==> src/rtl/manchester_serdes.sv <==
`timescale 1ns / 1ps
`default_nettype none
// ============================================================================
// Module   : manchester_serdes
// Purpose  : Serial Manchester transceiver. The TX side serialises a
//            DATA_W-bit word MSB-first onto a one-wire Manchester line. The RX
//            side samples a framed Manchester line, rebuilds the word, flags
//            bad symbols and truncated frames, and keeps a saturating count
//            of errored frames.
// Ports    : clk, rst            - clock, synchronous active-high reset
//            tx_data/tx_valid    - word to send, handshake with tx_ready
//            tx_ready            - TX idle, a word can be accepted
//            tx_line/tx_active   - registered line output and frame envelope
//            rx_line/rx_frame    - line input and its frame envelope
//            rx_data/rx_valid    - received word, one-cycle valid pulse
//            rx_err              - symbol error or truncation (with rx_valid)
//            err_count           - errored frames, saturating
// Revision : 1.0 - initial release
// ============================================================================
module manchester_serdes #(
    parameter int DATA_W     = 8,
    parameter int HALF_CYC   = 4,
    parameter int CONVENTION = 0,
    parameter int ERRCNT_W   = 8
) (
    input  logic                clk,
    input  logic                rst,
    input  logic [DATA_W-1:0]   tx_data,
    input  logic                tx_valid,
    output logic                tx_ready,
    output logic                tx_line,
    output logic                tx_active,
    input  logic                rx_line,
    input  logic                rx_frame,
    output logic [DATA_W-1:0]   rx_data,
    output logic                rx_valid,
    output logic                rx_err,
    output logic [ERRCNT_W-1:0] err_count
);

    localparam int c_HB_W  = $clog2(2 * DATA_W + 1);
    localparam int c_POS_W = $clog2(HALF_CYC + 1);

    localparam logic [c_HB_W-1:0]  c_LAST_HB  = c_HB_W'(2 * DATA_W - 1);
    localparam logic [c_POS_W-1:0] c_LAST_POS = c_POS_W'(HALF_CYC - 1);
    localparam logic [c_POS_W-1:0] c_MID_POS  = c_POS_W'(HALF_CYC / 2);
    // First half-bit of a '1' is high for Thomas, low for IEEE 802.3.
    localparam logic               c_CONV     = (CONVENTION != 0);

    localparam logic [0:0] c_TX_IDLE = 1'b0;
    localparam logic [0:0] c_TX_SEND = 1'b1;

    localparam logic [1:0] c_RX_IDLE   = 2'd0;
    localparam logic [1:0] c_RX_SAMPLE = 2'd1;
    localparam logic [1:0] c_RX_WAIT   = 2'd2;

    // ------------------------------------------------------------------------
    // TX path
    // ------------------------------------------------------------------------
    logic [0:0]         r_tx_state;
    logic [0:0]         w_tx_state_nxt;
    logic [DATA_W-1:0]  r_tx_shift;
    logic [DATA_W-1:0]  w_tx_shift_nxt;
    logic [c_HB_W-1:0]  r_tx_hb;
    logic [c_POS_W-1:0] r_tx_pos;
    logic               w_tx_accept;
    logic               w_tx_half_end;
    logic               w_tx_last;

    assign w_tx_accept    = tx_valid && tx_ready;
    assign w_tx_half_end  = (r_tx_pos == c_LAST_POS);
    assign w_tx_last      = w_tx_half_end && (r_tx_hb == c_LAST_HB);
    assign w_tx_shift_nxt = r_tx_shift << 1;

    always_ff @(posedge clk) begin
        if (rst) begin
            r_tx_state <= c_TX_IDLE;
        end else begin
            r_tx_state <= w_tx_state_nxt;
        end
    end

    always_comb begin
        w_tx_state_nxt = r_tx_state;
        case (r_tx_state)
            c_TX_IDLE: if (w_tx_accept) w_tx_state_nxt = c_TX_SEND;
            c_TX_SEND: if (w_tx_last)   w_tx_state_nxt = c_TX_IDLE;
            default:                    w_tx_state_nxt = c_TX_IDLE;
        endcase
    end

    // The word's current bit always sits in the MSB of r_tx_shift; the shift
    // happens when moving from a second half-bit to the next first half-bit.
    always_ff @(posedge clk) begin
        if (rst) begin
            r_tx_shift <= '0;
            r_tx_hb    <= '0;
            r_tx_pos   <= '0;
            tx_line    <= 1'b0;
            tx_active  <= 1'b0;
            tx_ready   <= 1'b1;
        end else if (r_tx_state == c_TX_IDLE) begin
            if (w_tx_accept) begin
                r_tx_shift <= tx_data;
                r_tx_hb    <= '0;
                r_tx_pos   <= '0;
                tx_line    <= tx_data[DATA_W-1] ^ c_CONV;
                tx_active  <= 1'b1;
                tx_ready   <= 1'b0;
            end
        end else if (w_tx_half_end) begin
            r_tx_pos <= '0;
            if (w_tx_last) begin
                tx_line   <= 1'b0;
                tx_active <= 1'b0;
                tx_ready  <= 1'b1;
            end else begin
                r_tx_hb <= r_tx_hb + 1'b1;
                if (r_tx_hb[0]) begin
                    r_tx_shift <= w_tx_shift_nxt;
                    tx_line    <= w_tx_shift_nxt[DATA_W-1] ^ c_CONV;
                end else begin
                    // Second half of a symbol is always the complement.
                    tx_line <= ~tx_line;
                end
            end
        end else begin
            r_tx_pos <= r_tx_pos + 1'b1;
        end
    end

    // ------------------------------------------------------------------------
    // RX path
    // ------------------------------------------------------------------------
    logic [1:0]         r_rx_state;
    logic [1:0]         w_rx_state_nxt;
    logic [c_HB_W-1:0]  r_rx_hb;
    logic [c_POS_W-1:0] r_rx_pos;
    logic               r_rx_first;
    logic               r_rx_flag;
    logic [DATA_W-1:0]  r_rx_word;
    logic [DATA_W-1:0]  w_rx_word_nxt;
    logic               w_rx_sample;
    logic               w_rx_final;
    logic               w_rx_trunc;
    logic               w_sym_err;
    logic               w_rx_bit;
    logic               w_frame_err;
    logic               w_deliver;
    logic [ERRCNT_W-1:0] w_err_cnt_inc;

    assign w_rx_trunc    = (r_rx_state == c_RX_SAMPLE) && !rx_frame;
    assign w_rx_sample   = (r_rx_state == c_RX_SAMPLE) && rx_frame && (r_rx_pos == c_MID_POS);
    assign w_rx_final    = w_rx_sample && (r_rx_hb == c_LAST_HB);
    assign w_sym_err     = (r_rx_first == rx_line);
    assign w_rx_bit      = !w_sym_err && (r_rx_first ^ c_CONV);
    assign w_rx_word_nxt = (r_rx_word << 1) | DATA_W'(w_rx_bit);
    assign w_deliver     = w_rx_final || w_rx_trunc;
    assign w_frame_err   = w_rx_trunc || (w_rx_final && (r_rx_flag || w_sym_err));
    assign w_err_cnt_inc = (err_count == {ERRCNT_W{1'b1}}) ? err_count : err_count + 1'b1;

    always_ff @(posedge clk) begin
        if (rst) begin
            r_rx_state <= c_RX_IDLE;
        end else begin
            r_rx_state <= w_rx_state_nxt;
        end
    end

    always_comb begin
        w_rx_state_nxt = r_rx_state;
        case (r_rx_state)
            c_RX_IDLE: begin
                if (rx_frame) w_rx_state_nxt = c_RX_SAMPLE;
            end
            c_RX_SAMPLE: begin
                if (w_rx_trunc)      w_rx_state_nxt = c_RX_IDLE;
                else if (w_rx_final) w_rx_state_nxt = c_RX_WAIT;
            end
            c_RX_WAIT: begin
                if (!rx_frame) w_rx_state_nxt = c_RX_IDLE;
            end
            default: w_rx_state_nxt = c_RX_IDLE;
        endcase
    end

    always_ff @(posedge clk) begin
        if (rst) begin
            r_rx_hb    <= '0;
            r_rx_pos   <= '0;
            r_rx_first <= 1'b0;
            r_rx_flag  <= 1'b0;
            r_rx_word  <= '0;
            rx_data    <= '0;
            rx_valid   <= 1'b0;
            rx_err     <= 1'b0;
            err_count  <= '0;
        end else begin
            rx_valid <= 1'b0;
            if (r_rx_state == c_RX_IDLE) begin
                // The cycle that sees rx_frame high is frame cycle 0, so the
                // next cycle is already position 1 of half-bit 0.
                r_rx_hb   <= '0;
                r_rx_pos  <= c_POS_W'(1);
                r_rx_flag <= 1'b0;
                r_rx_word <= '0;
            end else if (r_rx_state == c_RX_SAMPLE) begin
                if (r_rx_pos == c_LAST_POS) begin
                    r_rx_pos <= '0;
                    r_rx_hb  <= r_rx_hb + 1'b1;
                end else begin
                    r_rx_pos <= r_rx_pos + 1'b1;
                end
                if (w_rx_sample) begin
                    if (!r_rx_hb[0]) begin
                        r_rx_first <= rx_line;
                    end else begin
                        r_rx_word <= w_rx_word_nxt;
                        r_rx_flag <= r_rx_flag || w_sym_err;
                    end
                end
            end
            if (w_deliver) begin
                rx_valid <= 1'b1;
                rx_err   <= w_frame_err;
                rx_data  <= w_rx_trunc ? '0 : w_rx_word_nxt;
                if (w_frame_err) err_count <= w_err_cnt_inc;
            end
        end
    end

endmodule
`default_nettype wire

==> config.mk <==
export PLATFORM = sky130hd
export DESIGN_NAME = manchester_serdes
export DESIGN_NICKNAME = d
export VERILOG_FILES = /design/src/rtl/manchester_serdes.sv
export SDC_FILE = /design/constraint.sdc
export NUM_CORES = 1
export LEC_CHECK = 0
export CAP_MARGIN = 10
export CORE_MARGIN = 2
export CORE_UTILIZATION = 50
export DETAILED_ROUTE_END_ITERATION = 10
export MAX_ROUTING_LAYER = met4
export PLACE_DENSITY = 0.74
export SYNTH_ARGS = -nofsm -noshare
export SYNTH_HDL_FRONTEND = slang
export SYNTH_SLANG_ARGS = --single-unit
==> constraint.sdc <==
create_clock -name clk -period 6.3 [get_ports clk]
set_clock_uncertainty 0.2 [all_clocks]
set_input_delay 1.26 -clock clk [delete_from_list [all_inputs] [get_ports clk]]
set_output_delay 1.26 -clock clk [all_outputs]
set_load 0.02 [all_outputs]
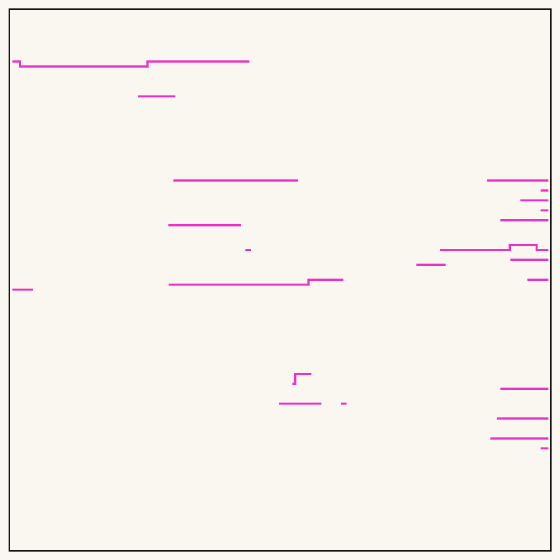
(images/layer_met3.png)
longest straight run	19.0 um
share of all routed wire	3.6%
main direction	horizontal
nets with wire on the layer	19
met3 Track Usage GR: 0.0420
drt total wl: 4670 um

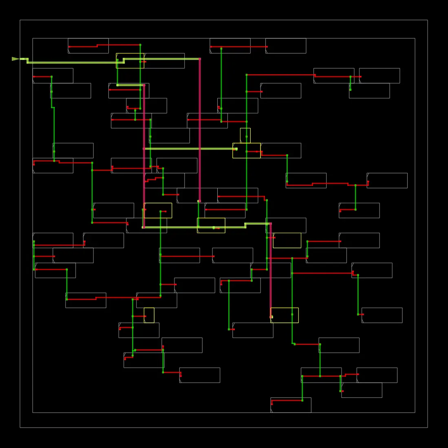
(images/clocks.png)
Clock Latency Late Sink: 310 ps
Clk power: 0.000203 W
CTS Sinks: 56
clk_buf instances: 6

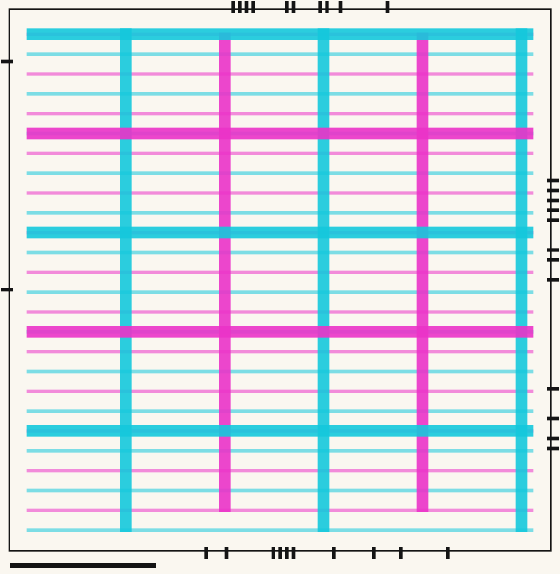
(images/power_grid.png)
Scale bar: 20 um. Pins as bars on the die edge.
net	color
VDD	magenta
VSS	cyan
met5 straps	5
signal pins	34

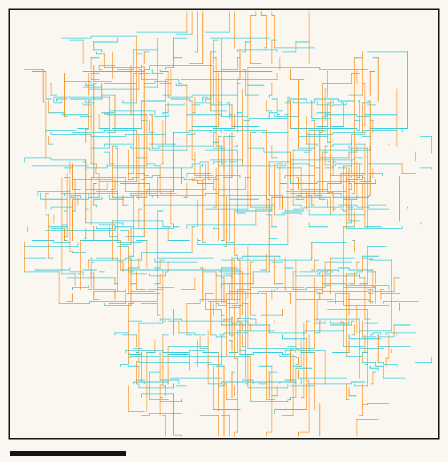
(images/wires.png)
Scale bar: 20 um. Only two layers are drawn.
layer	color	wire length
metal 2	orange	2160 um
metal 1	cyan	2280 um

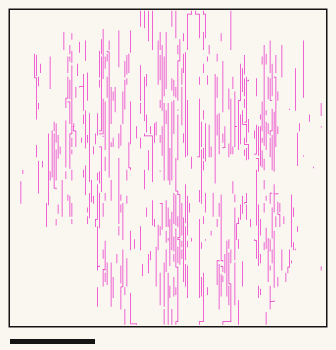
(images/layer_met2.png)
Scale bar: 20 um.
nets with wire on the layer	258
longest straight run	29.4 um

==> flow_summary.yaml <==
# generated from flow reports
final_timing:
  hold_ws_ps: 260
  rsz0062_at_grt: "no"
  worstMarginPinSlew_ps: 727
synthesis:
  synth_cells: 271
  synthArstFlopShare: 0
  yosysSeqAreaShare: 0.457
  synthDistinctLibCells: 43
  top_area_frac: 0.457
  ys_sh_simple: 0.230
  yosys_area_mm2: 0.00245
  top_area_cell: "dfxtp_1"
  top_cells_by_count: "56 x dfxtp_1, 29 x nand2_1, 29 x nor2_1, 24 x a21oi_1, 17 x mux2i_1"
  syn_area_mm2: 0.00245
  topCellsByArea: "dfxtp_1 46%, mux2i_1 6.9%, a21oi_1 4.9%"
critical_path:
  max_stage_delay_ps: 490
  endpoint: "err_count[5]"
  startpoint: "rx_line"
  path_max_fanout: 14
  cp-start-kind: "primary input"
  arrival_ps: 3230
floorplanning:
  fp.dieW_um: 74.1
  core_util_floorplan: 0.519
  rows: 25
  core-area_mm2: 0.00472
finish:
  buffer_area_frac: 0.121
  nFlopsAndLatches: 56
  n_all_inverters: 10
  final_net_count: 322
  flop_area_mm2: 0.00112
placement:
  post-place-ws_ps: 2740
  place_area_mm2: 0.00282
global_route:
  grt_overflow: 0
  grt_use_met2: 0.300
power_and_ir_drop:
  p_seq_frac: 0.591
  share_comb_of_total_power: 0.088
job:
  drv_cap: 0
status:
  status: "finished clean"
drt:
  routedWlPerCell_um: 12.7
  dr.pass1.iters: 6
hold_path:
  min_path_cells: 2
Power and IR drop assume default switching activity.
